<file path="src/rtl/cache_direct_param.sv">
// Parametrised direct-mapped instruction cache with a zero-latency hit path,
// multi-word line refill from main memory, deferred flush and saturating hit/miss counters.
//
// state   | meaning
// IDLE    | lookup; hit answers combinationally, miss starts a refill
// REFILL  | fetching WORDS_PER_LINE words from MM, one per MM_Valid
// RESPOND | one cycle presenting the freshly filled word
module cache_direct_param #(
  parameter int LINES          = 8,
  parameter int WORDS_PER_LINE = 4,
  parameter int CNT_W          = 20
) (
  input  logic             CLK,
  input  logic             RESET,
  input  logic [31:0]      PC,
  input  logic             Req,
  input  logic             Flush,
  output logic             HitWrite,
  output logic [31:0]      Data_Cache,
  output logic             MM_Req,
  output logic [31:0]      MM_Addr,
  input  logic             MM_Valid,
  input  logic [31:0]      Data_MM,
  output logic [CNT_W-1:0] CNT_HIT,
  output logic [CNT_W-1:0] CNT_MISS
);

  localparam int OFF   = $clog2(WORDS_PER_LINE);
  localparam int IDX   = $clog2(LINES);
  localparam int WW    = (OFF > 0) ? OFF : 1;
  localparam int TW    = 32 - 2 - OFF - IDX;
  localparam int DEPTH = LINES * WORDS_PER_LINE;
  localparam int AW    = IDX + OFF;

  typedef enum logic [1:0] {IDLE, REFILL, RESPOND} state_t;

  state_t state, state_nxt;

  logic [WW-1:0]  pc_word;
  logic [IDX-1:0] pc_idx;
  logic [TW-1:0]  pc_tag;

  logic [LINES-1:0] valid;
  logic [TW-1:0]    tag_mem  [LINES];
  logic [31:0]      data_mem [DEPTH];

  logic [31:0]      base;
  logic [IDX-1:0]   refill_idx;
  logic [TW-1:0]    refill_tag;
  logic [WW-1:0]    wcnt;
  logic             flush_pend;
  logic [31:0]      data_q;
  logic [CNT_W-1:0] cnt_hit, cnt_miss;

  logic        flush_eff, hit, do_hit, do_miss, do_flush, fill_beat, fill_last;
  logic [31:0] rd_word;
  logic        unused_ok;

  generate
    if (OFF > 0) begin : g_word
      assign pc_word = PC[2+OFF-1:2];
    end else begin : g_noword
      assign pc_word = '0;
    end
  endgenerate

  assign pc_idx    = PC[2+OFF+IDX-1:2+OFF];
  assign pc_tag    = PC[31:2+OFF+IDX];
  assign unused_ok = ^PC[1:0];

  function automatic logic [AW-1:0] waddr(input logic [IDX-1:0] idx, input logic [WW-1:0] word);
    return (AW'(idx) << OFF) | AW'(word);
  endfunction

  assign flush_eff = Flush | flush_pend;
  assign hit       = Req & valid[pc_idx] & (tag_mem[pc_idx] == pc_tag);
  // RESPOND reads the line being filled; PC is still held, so its word offset is valid
  assign rd_word   = data_mem[waddr((state == RESPOND) ? refill_idx : pc_idx, pc_word)];

  always_comb begin
    state_nxt  = state;
    HitWrite   = 1'b0;
    Data_Cache = data_q;
    MM_Req     = 1'b0;
    MM_Addr    = '0;
    do_hit     = 1'b0;
    do_miss    = 1'b0;
    do_flush   = 1'b0;
    fill_beat  = 1'b0;
    fill_last  = 1'b0;
    case (state)
      IDLE: begin
        if (flush_eff) begin
          do_flush = 1'b1;
        end else if (hit) begin
          HitWrite   = 1'b1;
          Data_Cache = rd_word;
          do_hit     = 1'b1;
        end else if (Req) begin
          do_miss   = 1'b1;
          state_nxt = REFILL;
        end
      end
      REFILL: begin
        MM_Req  = 1'b1;
        MM_Addr = base | (32'(wcnt) << 2);
        if (MM_Valid) begin
          fill_beat = 1'b1;
          if (wcnt == WW'(WORDS_PER_LINE - 1)) begin
            fill_last = 1'b1;
            state_nxt = RESPOND;
          end
        end
      end
      RESPOND: begin
        HitWrite   = 1'b1;
        Data_Cache = rd_word;
        state_nxt  = IDLE;
      end
      default: state_nxt = IDLE;
    endcase
  end

  always_ff @(posedge CLK or posedge RESET) begin
    if (RESET) begin
      state      <= IDLE;
      valid      <= '0;
      base       <= '0;
      refill_idx <= '0;
      refill_tag <= '0;
      wcnt       <= '0;
      flush_pend <= 1'b0;
      data_q     <= '0;
      cnt_hit    <= '0;
      cnt_miss   <= '0;
    end else begin
      state <= state_nxt;
      if (HitWrite) data_q <= Data_Cache;
      if (Flush && state != IDLE) flush_pend <= 1'b1;
      else if (do_flush)          flush_pend <= 1'b0;
      if (do_flush) valid <= '0;
      if (do_miss) begin
        valid[pc_idx] <= 1'b0;
        base          <= {PC[31:2+OFF], {(OFF+2){1'b0}}};
        refill_idx    <= pc_idx;
        refill_tag    <= pc_tag;
        wcnt          <= '0;
      end
      if (fill_beat) wcnt <= fill_last ? '0 : wcnt + 1'b1;
      if (fill_last) valid[refill_idx] <= 1'b1;
      if (do_hit && cnt_hit != '1)   cnt_hit  <= cnt_hit + 1'b1;
      if (do_miss && cnt_miss != '1) cnt_miss <= cnt_miss + 1'b1;
    end
  end

  // Array contents are don't-care after reset, so they carry no reset
  always_ff @(posedge CLK) begin
    if (fill_beat) data_mem[waddr(refill_idx, wcnt)] <= Data_MM;
    if (fill_last) tag_mem[refill_idx] <= refill_tag;
  end

  assign CNT_HIT  = cnt_hit;
  assign CNT_MISS = cnt_miss;

endmodule

</file>
<file path="config.mk">
export PLATFORM = sky130hd
export DESIGN_NAME = cache_direct_param
export DESIGN_NICKNAME = d
export VERILOG_FILES = /design/src/rtl/cache_direct_param.sv
export SDC_FILE = /design/constraint.sdc
export NUM_CORES = 1
export LEC_CHECK = 0
export CORE_MARGIN = 1
export CORE_UTILIZATION = 30
export DETAILED_ROUTE_END_ITERATION = 12
export GPL_ROUTABILITY_DRIVEN = 1
export GPL_TIMING_DRIVEN = 0
export PLACE_DENSITY_LB_ADDON = 0.1
export SLEW_MARGIN = 40
export SYNTH_ARGS = -nofsm -noshare
export SYNTH_HDL_FRONTEND = slang
export SYNTH_SLANG_ARGS = --single-unit
export TNS_END_PERCENT = 1
</file>
<file path="constraint.sdc">
create_clock -name CLK -period 6.78 [get_ports CLK]
set_input_delay 1.356 -clock CLK [delete_from_list [all_inputs] [get_ports CLK]]
set_output_delay 1.356 -clock CLK [all_outputs]
set_load 0.01 [all_outputs]
</file>
Clock wires, drivers and flops:
Bar = 100 um.
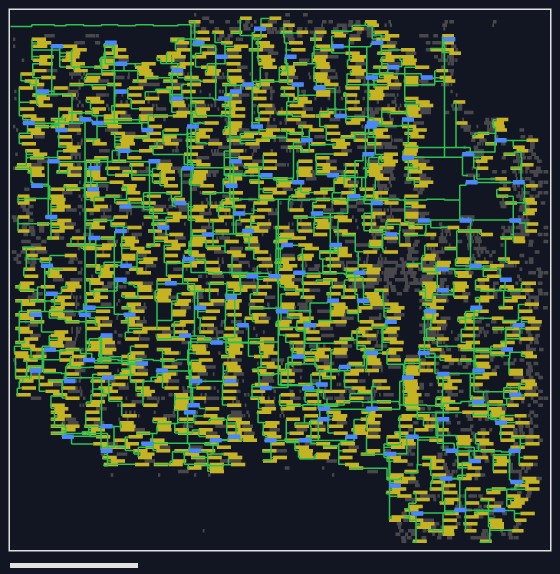
[clock wires] green | length: 17600 um
[flip-flops] yellow | count: 1337
[cells driving clock nets] blue | count: 152
flops lie: widely spread
routed clock nets: 153
worst clock skew: 0.0374 ns
clk latency late pin: 0.79 ns
clock share of power: 39.1%
Clk power: 7.96 mW

Wiring by layer:
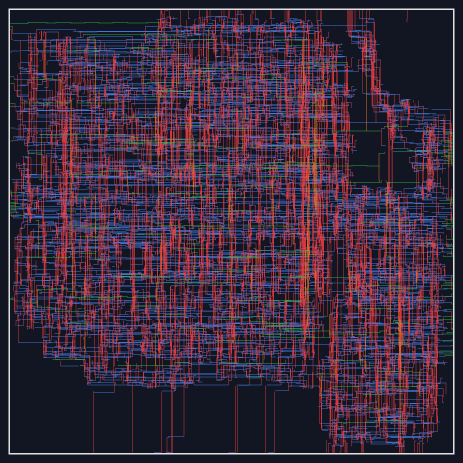
| layer | color | wire length |
|---|---|---|
| met4 | orange | 3310 um |
| met1 | blue | 66.3 mm |
| met2 | red | 74.4 mm |
| met3 | green | 5390 um |
total global-route track usage: 16.9%
WL final: 149000 um
WL/cell: 26.4 um
via count: 27531

Port wiring:
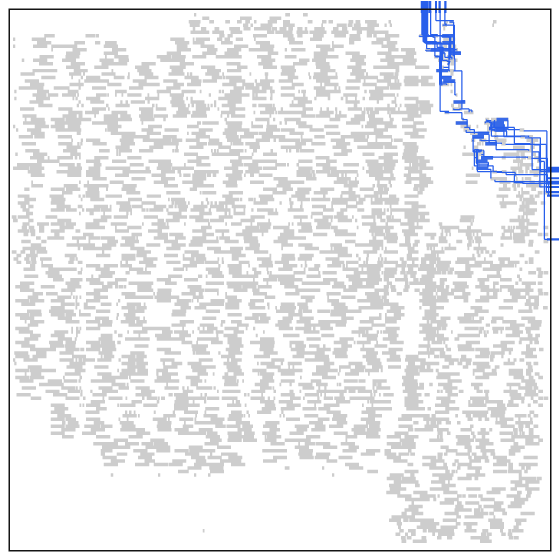
| port | color | bits | direction | edge | end cells | wire |
|---|---|---|---|---|---|---|
| `CNT_MISS` | blue | 20 | output | 10 right, 10 top | 20 | 1790 um |

Clock routing:
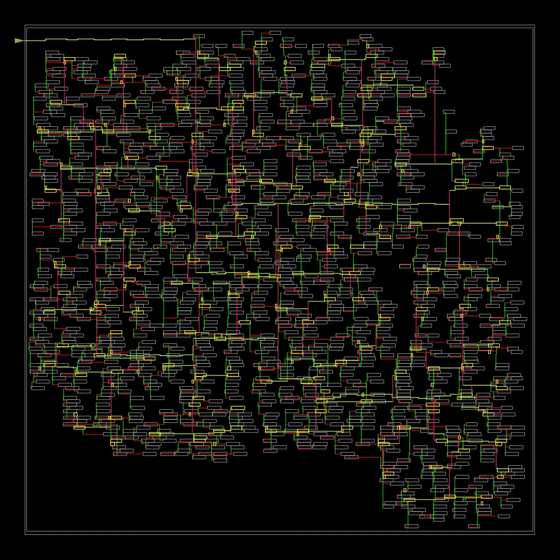
CTS Sinks: 1337
# clk buffers: 201
Num CTS Buffers: 152
Flops: 1337

[critical path: stages]
cell and delay, ns:
buf_2 0.18, buf_2 0.28, buf_2 0.30, mux2i_1 0.28
clkbuf_2 0.51, clkbuf_1 0.63, nand2_1 0.23, nand3_1 0.16
nand3_1 0.19, o21ai_0 0.35, mux2_1 0.22, clkdlybuf4s50_1 0.54
[layer usage]
| layer | vias to the layer above | global-route usage [%] |
|---|---|---|
| li1 | 12020 | - |
| met1 | 14744 | 22.7 |
| met2 | 574 | 28.6 |
| met3 | 193 | 2.40 |
| met4 | 0 | 4.61 |
| met5 | - | 0 |
[timing repair]
item,CTS,global route
cloned,1,0
pin swaps,3,0
endpoints found under the setup margin,33,7
gates resized,48,6
buffers inserted,5,0
==> reports/metrics.yaml <==
comb_share_pct: 19.9
n_all_inverters: 9
nets: 3293
design_area_mm2: 0.0644
worstHoldEndpoint: "data_q[7]$_DFFE_PP0P_"
drive_gt1_share_pct: 24.3
async_flop_share_pct: 8.45
logic_area_mm2: 0.0128
diodes: 1
routed.top_layer: "met4"
routed_via_density: 4.86
power-top-group: "sequential cells"
rr_endpoint: "data_q[10]$_DFFE_PP0P_"
status: "finished clean"
path_clk_slew_ns: 0.05
ys_sh_adder_pct: 0.142
worstHoldPathCells: 1
tap_cells: 2325
yosysUniqueCellTypes: 49
setup_viol_count_final: 0
fp_util_pct: 30.3
area_growth_pct: 22.1
ctsHoldBuffers: 0
core_mm2: 0.174
seq_power_mw: 9.93
syn_inst: 2802
wl_met3_um: 5390
aoi_share_pct: 1.34
reg.largest.list: "data_mem x1024, tag_mem x200, data_q x32"
timing.critical_path.from: "PC[5]"
Power figures rest on the tool's default switching activity, not on a simulated workload.
